--- src/rtl/fp_mult_pipe.sv ---
// fp_mult_pipe: three-stage IEEE-754-style multiplier (FP16 by default) with valid/ready handshakes.
// Define FP_MULT_RNE_EN for round-to-nearest-even; when it is undefined, results are truncated toward zero.
module fp_mult_pipe #(
  parameter int EXP_W = 5,
  parameter int MAN_W = 10
) (
  input  logic                 clk,
  input  logic                 rst_n,
  input  logic                 in_valid,
  output logic                 in_ready,
  input  logic [EXP_W+MAN_W:0] in_a,
  input  logic [EXP_W+MAN_W:0] in_b,
  output logic                 out_valid,
  input  logic                 out_ready,
  output logic [EXP_W+MAN_W:0] out_product,
  output logic [1:0]           out_exc
);

  localparam int W      = 1 + EXP_W + MAN_W;
  localparam int SW     = MAN_W + 1;
  localparam int PW     = 2 * SW;
  localparam int EW2    = EXP_W + 2;
  localparam int STAGES = 3;

  localparam logic signed [EW2-1:0] BIAS  = EW2'((1 << (EXP_W - 1)) - 1);
  localparam logic signed [EW2-1:0] EMAX  = EW2'((1 << EXP_W) - 1);
  localparam logic signed [EW2-1:0] EZERO = '0;

  localparam logic [1:0] EXC_NONE = 2'b00;
  localparam logic [1:0] EXC_OVF  = 2'b01;
  localparam logic [1:0] EXC_UNF  = 2'b10;
  localparam logic [1:0] EXC_NAN  = 2'b11;

  typedef struct packed {
    logic           sign;
    logic           nan;
    logic           inf;
    logic           zero;
    logic [EW2-1:0] exp;
    logic [SW-1:0]  man_a;
    logic [SW-1:0]  man_b;
  } s1_t;

  typedef struct packed {
    logic           sign;
    logic           nan;
    logic           inf;
    logic           zero;
    logic [EW2-1:0] exp;
    logic [PW-1:0]  prod;
  } s2_t;

  s1_t              r_s1;
  s2_t              r_s2;
  logic [STAGES:1]  r_vld_pipe;
  logic [W-1:0]     r_out_product;
  logic [1:0]       r_out_exc;

  logic             w_advance;

  // ---------------- S1: unpack / classify ----------------
  logic [EXP_W-1:0] w_ea, w_eb;
  logic [MAN_W-1:0] w_fa, w_fb;
  logic             w_a_zero, w_b_zero, w_a_inf, w_b_inf, w_a_nan, w_b_nan;
  logic             w_nan, w_inf, w_zero;
  logic signed [EW2-1:0] w_exp_sum;
  s1_t              w_s1;

  assign w_ea = in_a[W-2 -: EXP_W];
  assign w_eb = in_b[W-2 -: EXP_W];
  assign w_fa = in_a[MAN_W-1:0];
  assign w_fb = in_b[MAN_W-1:0];

  // A zero exponent field covers both true zero and flushed subnormals.
  assign w_a_zero = (w_ea == '0);
  assign w_b_zero = (w_eb == '0);
  assign w_a_inf  = (&w_ea) && (w_fa == '0);
  assign w_b_inf  = (&w_eb) && (w_fb == '0);
  assign w_a_nan  = (&w_ea) && (w_fa != '0);
  assign w_b_nan  = (&w_eb) && (w_fb != '0);

  assign w_nan  = w_a_nan || w_b_nan || (w_a_inf && w_b_zero) || (w_a_zero && w_b_inf);
  assign w_inf  = !w_nan && (w_a_inf || w_b_inf);
  assign w_zero = !w_nan && !w_inf && (w_a_zero || w_b_zero);

  assign w_exp_sum = $signed({2'b00, w_ea}) + $signed({2'b00, w_eb}) - BIAS;

  always_comb begin
    w_s1       = '0;
    w_s1.sign  = in_a[W-1] ^ in_b[W-1];
    w_s1.nan   = w_nan;
    w_s1.inf   = w_inf;
    w_s1.zero  = w_zero;
    w_s1.exp   = w_exp_sum;
    w_s1.man_a = {1'b1, w_fa};
    w_s1.man_b = {1'b1, w_fb};
  end

  // ---------------- S2: mantissa multiply ----------------
  s2_t w_s2;

  always_comb begin
    w_s2      = '0;
    w_s2.sign = r_s1.sign;
    w_s2.nan  = r_s1.nan;
    w_s2.inf  = r_s1.inf;
    w_s2.zero = r_s1.zero;
    w_s2.exp  = r_s1.exp;
    w_s2.prod = PW'(r_s1.man_a) * PW'(r_s1.man_b);
  end

  // ---------------- S3: normalise, round, pack ----------------
  logic             w_msb;
  logic [MAN_W-1:0] w_frac;
  logic             w_rnd_up;
  logic [MAN_W:0]   w_frac_r;
  logic signed [EW2-1:0] w_exp_f;
  logic [W-1:0]     w_res;
  logic [1:0]       w_exc;

  // Product lies in [1,4): MSB set means the value is >= 2 and the fraction window moves up one bit.
  assign w_msb  = r_s2.prod[PW-1];
  assign w_frac = w_msb ? r_s2.prod[PW-2 -: MAN_W] : r_s2.prod[PW-3 -: MAN_W];

`ifdef FP_MULT_RNE_EN
  logic w_guard, w_sticky;
  assign w_guard  = w_msb ? r_s2.prod[PW-2-MAN_W] : r_s2.prod[PW-3-MAN_W];
  assign w_sticky = w_msb ? (|r_s2.prod[PW-3-MAN_W:0]) : (|r_s2.prod[PW-4-MAN_W:0]);
  assign w_rnd_up = w_guard && (w_sticky || w_frac[0]);
`else
  logic w_lsb_unused;
  assign w_lsb_unused = |r_s2.prod[MAN_W-1:0];
  assign w_rnd_up     = 1'b0;
`endif

  // A carry out of the fraction means 1.11..1 rounded up to 10.0: the fraction is already zero.
  assign w_frac_r = {1'b0, w_frac} + {{MAN_W{1'b0}}, w_rnd_up};
  assign w_exp_f  = $signed(r_s2.exp)
                  + $signed({{(EW2-1){1'b0}}, w_msb})
                  + $signed({{(EW2-1){1'b0}}, w_frac_r[MAN_W]});

  always_comb begin
    w_res = '0;
    w_exc = EXC_NONE;
    if (r_s2.nan) begin
      w_res = {1'b0, {EXP_W{1'b1}}, 1'b1, {(MAN_W-1){1'b0}}};
      w_exc = EXC_NAN;
    end else if (r_s2.inf) begin
      w_res = {r_s2.sign, {EXP_W{1'b1}}, {MAN_W{1'b0}}};
    end else if (r_s2.zero) begin
      w_res = {r_s2.sign, {(W-1){1'b0}}};
    end else if (w_exp_f >= EMAX) begin
      w_res = {r_s2.sign, {EXP_W{1'b1}}, {MAN_W{1'b0}}};
      w_exc = EXC_OVF;
    end else if (w_exp_f <= EZERO) begin
      w_res = {r_s2.sign, {(W-1){1'b0}}};
      w_exc = EXC_UNF;
    end else begin
      w_res = {r_s2.sign, w_exp_f[EXP_W-1:0], w_frac_r[MAN_W-1:0]};
    end
  end

  // ---------------- pipeline control ----------------
  // Whole pipe moves in lockstep; bubbles are carried, not squeezed out.
  assign w_advance = !r_vld_pipe[STAGES] || out_ready;

  always_ff @(posedge clk or negedge rst_n) begin
    if (!rst_n) begin
      r_vld_pipe    <= '0;
      r_s1          <= '0;
      r_s2          <= '0;
      r_out_product <= '0;
      r_out_exc     <= EXC_NONE;
    end else if (w_advance) begin
      r_vld_pipe <= {r_vld_pipe[STAGES-1:1], in_valid};
      if (in_valid)      r_s1 <= w_s1;
      if (r_vld_pipe[1]) r_s2 <= w_s2;
      if (r_vld_pipe[2]) begin
        r_out_product <= w_res;
        r_out_exc     <= w_exc;
      end
    end
  end

  assign in_ready    = w_advance;
  assign out_valid   = r_vld_pipe[STAGES];
  assign out_product = r_out_product;
  assign out_exc     = r_out_exc;

endmodule

--- config.mk ---
export PLATFORM = sky130hd
export DESIGN_NAME = fp_mult_pipe
export DESIGN_NICKNAME = d
export VERILOG_FILES = /design/src/rtl/fp_mult_pipe.sv
export SDC_FILE = /design/constraint.sdc
export NUM_CORES = 1
export LEC_CHECK = 0
export CORE_ASPECT_RATIO = 1.2
export CORE_UTILIZATION = 55
export DETAILED_ROUTE_END_ITERATION = 8
export GPL_ROUTABILITY_DRIVEN = 0
export PLACE_DENSITY = 0.76
export SYNTH_ARGS = -nofsm -noshare
export SYNTH_HDL_FRONTEND = slang
export SYNTH_SLANG_ARGS = --single-unit
export TNS_END_PERCENT = 5
--- constraint.sdc ---
create_clock -name clk -period 5 [get_ports clk]
set_input_delay 0.5 -clock clk [delete_from_list [all_inputs] [get_ports clk]]
set_output_delay 0.5 -clock clk [all_outputs]
set_load 0.01 [all_outputs]
==> reports/qor.yml, run 1 <==
clock_network:
  cts_tree: "built"
  numClockSinks: 76
critical_path:
  worstPathArrival_ps: 5370
  crit_path_top_delay_cell: "a2111oi_1"
  cp-end-kind: "flop"
  critPathCapture: "r_s2[19]$_DFFE_PN0P_"
  r2r_end: "r_s2[19]$_DFFE_PN0P_"
  worstPathMaxFanout: 4
  rr_worst_depth: 16
global_routing:
  grt_util_met3_pct: 3.72
  grt_max_degree: 77
  grt_pass1_wl_mm: 27.8
cells_and_area:
  sh_seq_area_pct: 21.5
  seqCellArea_um2: 1920
  comb_share_pct: 57.5
  nClkBuffers: 11
  final_common_cell: "nand2_1"
  n_all_inverters: 107
  logic_area_um2: 5140
detailed_routing:
  wire_per_inst_um: 16.2
  wl_mm: 17.0
  drcViolationCount: 0
synth:
  synthesis.nets: 975
  yosys.area.top_type: "dfrtp_1"
  avgSynthCellArea_um2: 9.44
  common_cells: "nand2_1 (129), inv_1 (107), fa_1 (80), dfrtp_1 (76), and2_1 (72)"
run_status:
  status: "complete, but fails checks"
  violations: "setup timing"
die:
  ioPinCount: 56
  placementRows: 46
  die_x_um: 108
timing:
  setup_violations: 4
  fmax_mhz: 194
  layout_setup_ws_ps: -148
  setup_tns_ps: -198
placed_design:
  io_buffers: 55
-- run 1: what timing repair did --
item / CTS / global route
buffers inserted: 2 / 12
resized: 19 / 35
pin swaps: 1 / 15
hold buffers: 0 / 0
endpoints found under the setup margin: 6 / 7
-- run 1: state kept, by name, summed over array words and instances, names as in the netlist --
signal,count
r_vld_pipe,3
r_s2,23
out_exc,2
r_s1,32
out_product,16
-- run 1: metrics by stage --
stage	utilization [%]	cell area, um2	hold WS, ps	setup slack [ps]	cells
2_1_floorplan	-	7490	204	10.4	791
3_3_place_gp	63.3	8380	449	-145	1017
3_5_place_dp	63.3	8380	451	-197	1017
4_1_cts	65.9	8730	344	-23.6	1035
5_1_grt	67.5	8940	380	-281	1047
6_report	67.5	8940	303	-148	1047
-- run 1: kinds of logic (layout without fill, tap and decap cells) --
kind of cell / count (synthesis) / after routing / share of synthesized area, %
compound gates: 102 / 102 / 9.45
xor+xnor: 18 / 18 / 2.11
fa+ha+maj: 148 / 148 / 32.9
buf+inv: 144 / 232 / 7.51
flops: 76 / 76 / 25.5
mux: 35 / 35 / 5.11
simple gates: 268 / 268 / 17.5
-- run 1: critical path, delay by kind of cell (launching register included) --
kind,cells,cell delay [ps]
compound gates,5,1300
fa+ha+maj,6,2790
buf+inv,4,360
flops,1,430
simple gates,1,150
-- run 1: layer usage --
| layer | vias up | routed length (um) |
|---|---|---|
| li1 | 2728 | - |
| met4 | 0 | 656 |
| met1 | 2816 | 6710 |
| met5 | - | 0 |
| met3 | 57 | 653 |
| met2 | 168 | 8940 |
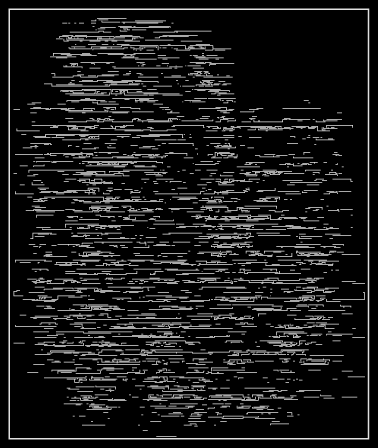
**Above:** run 1 (metal 1).
963 nets have wire on it. The layer carries 6710 um of wire. The wires run mostly horizontal. The layer holds 40% of the routed length. The longest straight run is 25.8 um.

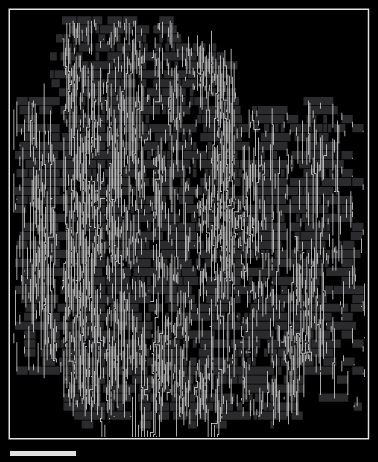
**Above:** run 1 (M2 wires).
The bar under the picture is 20 um long.
The wires run mostly vertical. The longest straight run is 51.0 um. 907 nets have wire on it. The layer holds 53% of the routed length.

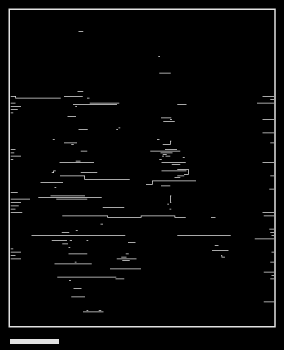
**Above:** run 1 (the metal 3 layer).
The bar under the picture is 20 um long.
The layer holds 3.9% of the routed length. 90 nets have wire on it. The wires run mostly horizontal.

## Run 2: what changed since run 1
--- a/config.mk
+++ b/config.mk
@@ -6,7 +6,7 @@
 export NUM_CORES = 1
 export LEC_CHECK = 0
 export CORE_ASPECT_RATIO = 1.2
-export CORE_UTILIZATION = 55
+export CORE_UTILIZATION = 58
 export DETAILED_ROUTE_END_ITERATION = 8
 export GPL_ROUTABILITY_DRIVEN = 0
 export PLACE_DENSITY = 0.76
==> constraint.sdc (replaced) <==
create_clock -name clk -period 6.5 [get_ports clk]
set_input_delay 0.65 -clock clk [delete_from_list [all_inputs] [get_ports clk]]
set_output_delay 0.65 -clock clk [all_outputs]
set_load 0.01 [all_outputs]
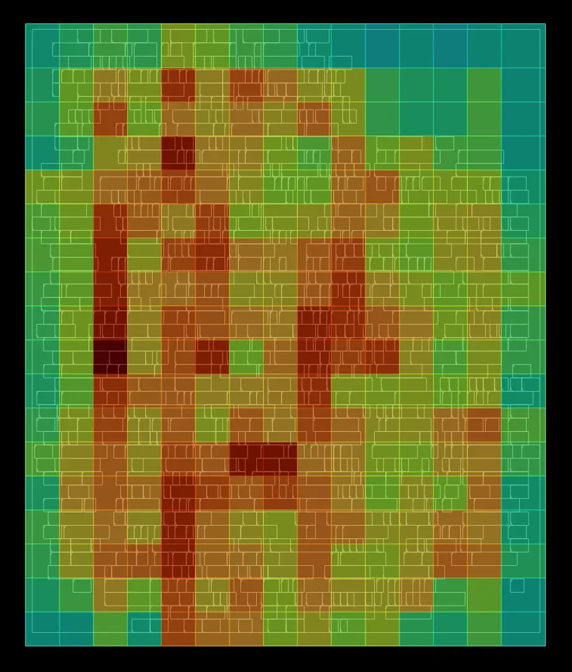
**Above:** run 2 (routing congestion map).
met1 Use GR: 32.0%
M3 GR Usage: 3.78%
all-layer global routing usage: 25.7%
average wire per standard cell: 15.8 um
Top Usage Layer GRT: met2

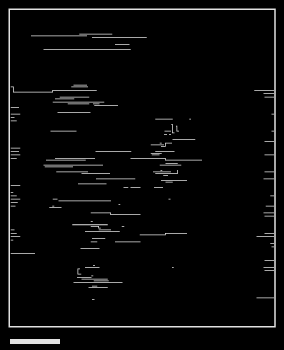
**Above:** run 2 (the metal 3 layer).
The bar under the picture is 20 um long.
The longest straight run is 34.5 um. The wires run mostly horizontal.

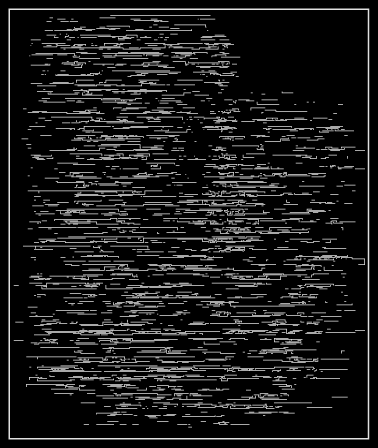
**Above:** run 2 (metal 1).
911 nets have wire on it. The wires run mostly horizontal. The layer holds 41% of the routed length. The layer carries 6410 um of wire. The longest straight run is 30.8 um.

==> run 2 against run 1 <==
Net effect: the run now ends clean; critical path depth did not move; synthesized cell count stayed put; highest routed layer unchanged; design area down 6.4%.
==> reports/qor.yml, run 2 <==
run_status:
  status: "completed"
critical_path:
  cp-end-kind: "flop"
  worstPathMaxFanout: 22  # +18
  crit_path_start_kind: "flop"
  r2r_end: "r_s2[18]$_DFFE_PN0P_"
  critPathCapture: "r_s2[18]$_DFFE_PN0P_"
  worstPathArrival_ps: 5850  # +480 ps
  rr_worst_depth: 16  # unchanged
clock_network:
  ctsResizeCount: 0  # -19
  holdBufCountCts: 0  # unchanged
  post-cts-setup-buffers: 0  # -2
  cts_tree: "built"
synth:
  avgSynthCellArea_um2: 9.44  # unchanged
  synthesis.nets: 975  # unchanged
  common_cells: "nand2_1 (129), inv_1 (107), fa_1 (80), dfrtp_1 (76), and2_1 (72)"
  synth_warnings: 0
  yosys.area.top_type: "dfrtp_1"
  yosys_cells: 791
die:
  ioPinCount: 56  # unchanged
  die_x_um: 106  # -2.6%
  placementRows: 45  # -2.2%
timing:
  setup_tns_ps: 0  # +198 ps
  setup_violations: 0  # -4
  layout_setup_ws_ps: 871  # +1020 ps
  tightest_slew_ps: 1060
  fmax_mhz: 178  # -8.6%
global_routing:
  grt_pass1_vias: 5912
  grt_max_degree: 77  # unchanged
  grt_pass1_wl_mm: 27.4  # -1.3%
placed_design:
  dp_worst_setup_slack_ps: 894  # +1090 ps
cells_and_area:
  final_common_cell: "nand2_1"
  largest_reg_flops: 32  # unchanged
  regMostFlops: "r_s1"
detailed_routing:
  drcViolationCount: 0  # unchanged
  wl_mm: 15.6  # -8.0%
==> run 2: kinds of logic after synthesis <==
| logic type | synth area share, % |
|---|---|
| muxes | 5.11 |
| adders and majority gates | 32.9 |
| DFF | 25.5 |
| and+or+nand+nor | 17.5 |
| buffers and inverters | 7.51 |
| AOI/OAI and AO/OA | 9.45 |
| xor gates and xnor gates | 2.11 |
==> run 2: metrics by stage <==
stage	instance area [um2]	util, %	cells	hold WS, ps
3_3_place_gp	8060	63.9	973	452
4_1_cts	8370	66.3	989	469
6_report	8370	66.3	989	459
2_1_floorplan	7460	-	791	354
5_1_grt	8370	66.3	989	498
3_5_place_dp	8060	63.9	973	455
==> run 2: layout make-up <==
type / instances / area (um2)
inverter: 107 / 402
timing repair buffer: 55 / 548
fill: 1011 / 4240
multi-input combinational: 571 / 5000
tap: 164 / 205
sequential: 76 / 1900
clock inverter: 6 / 70.1
clock buffer: 10 / 239
==> run 2: worst max-delay path: stages, from the launching register on <==
cell	delay (ps)
dfrtp_1	760
nand2_1	180
fa_1	560
inv_1	50
fa_1	480
fa_1	510
fa_1	490
inv_1	50
fa_1	470
inv_1	40
ha_1	350
nand3_1	170
a2111oi_2	370
a22oi_2	180
nand2_1	170
mux2_1	330
o32a_1	350
==> run 2: layer usage <==
metal  vias up  part of all wire, %  routed length [um]
li1       2619                    -                   -
met5         -                    0                   0
met1      2713                   41                6410
met3        36                  5.1                 802
met4         0                  1.9                 293
met2       180                   52                8090
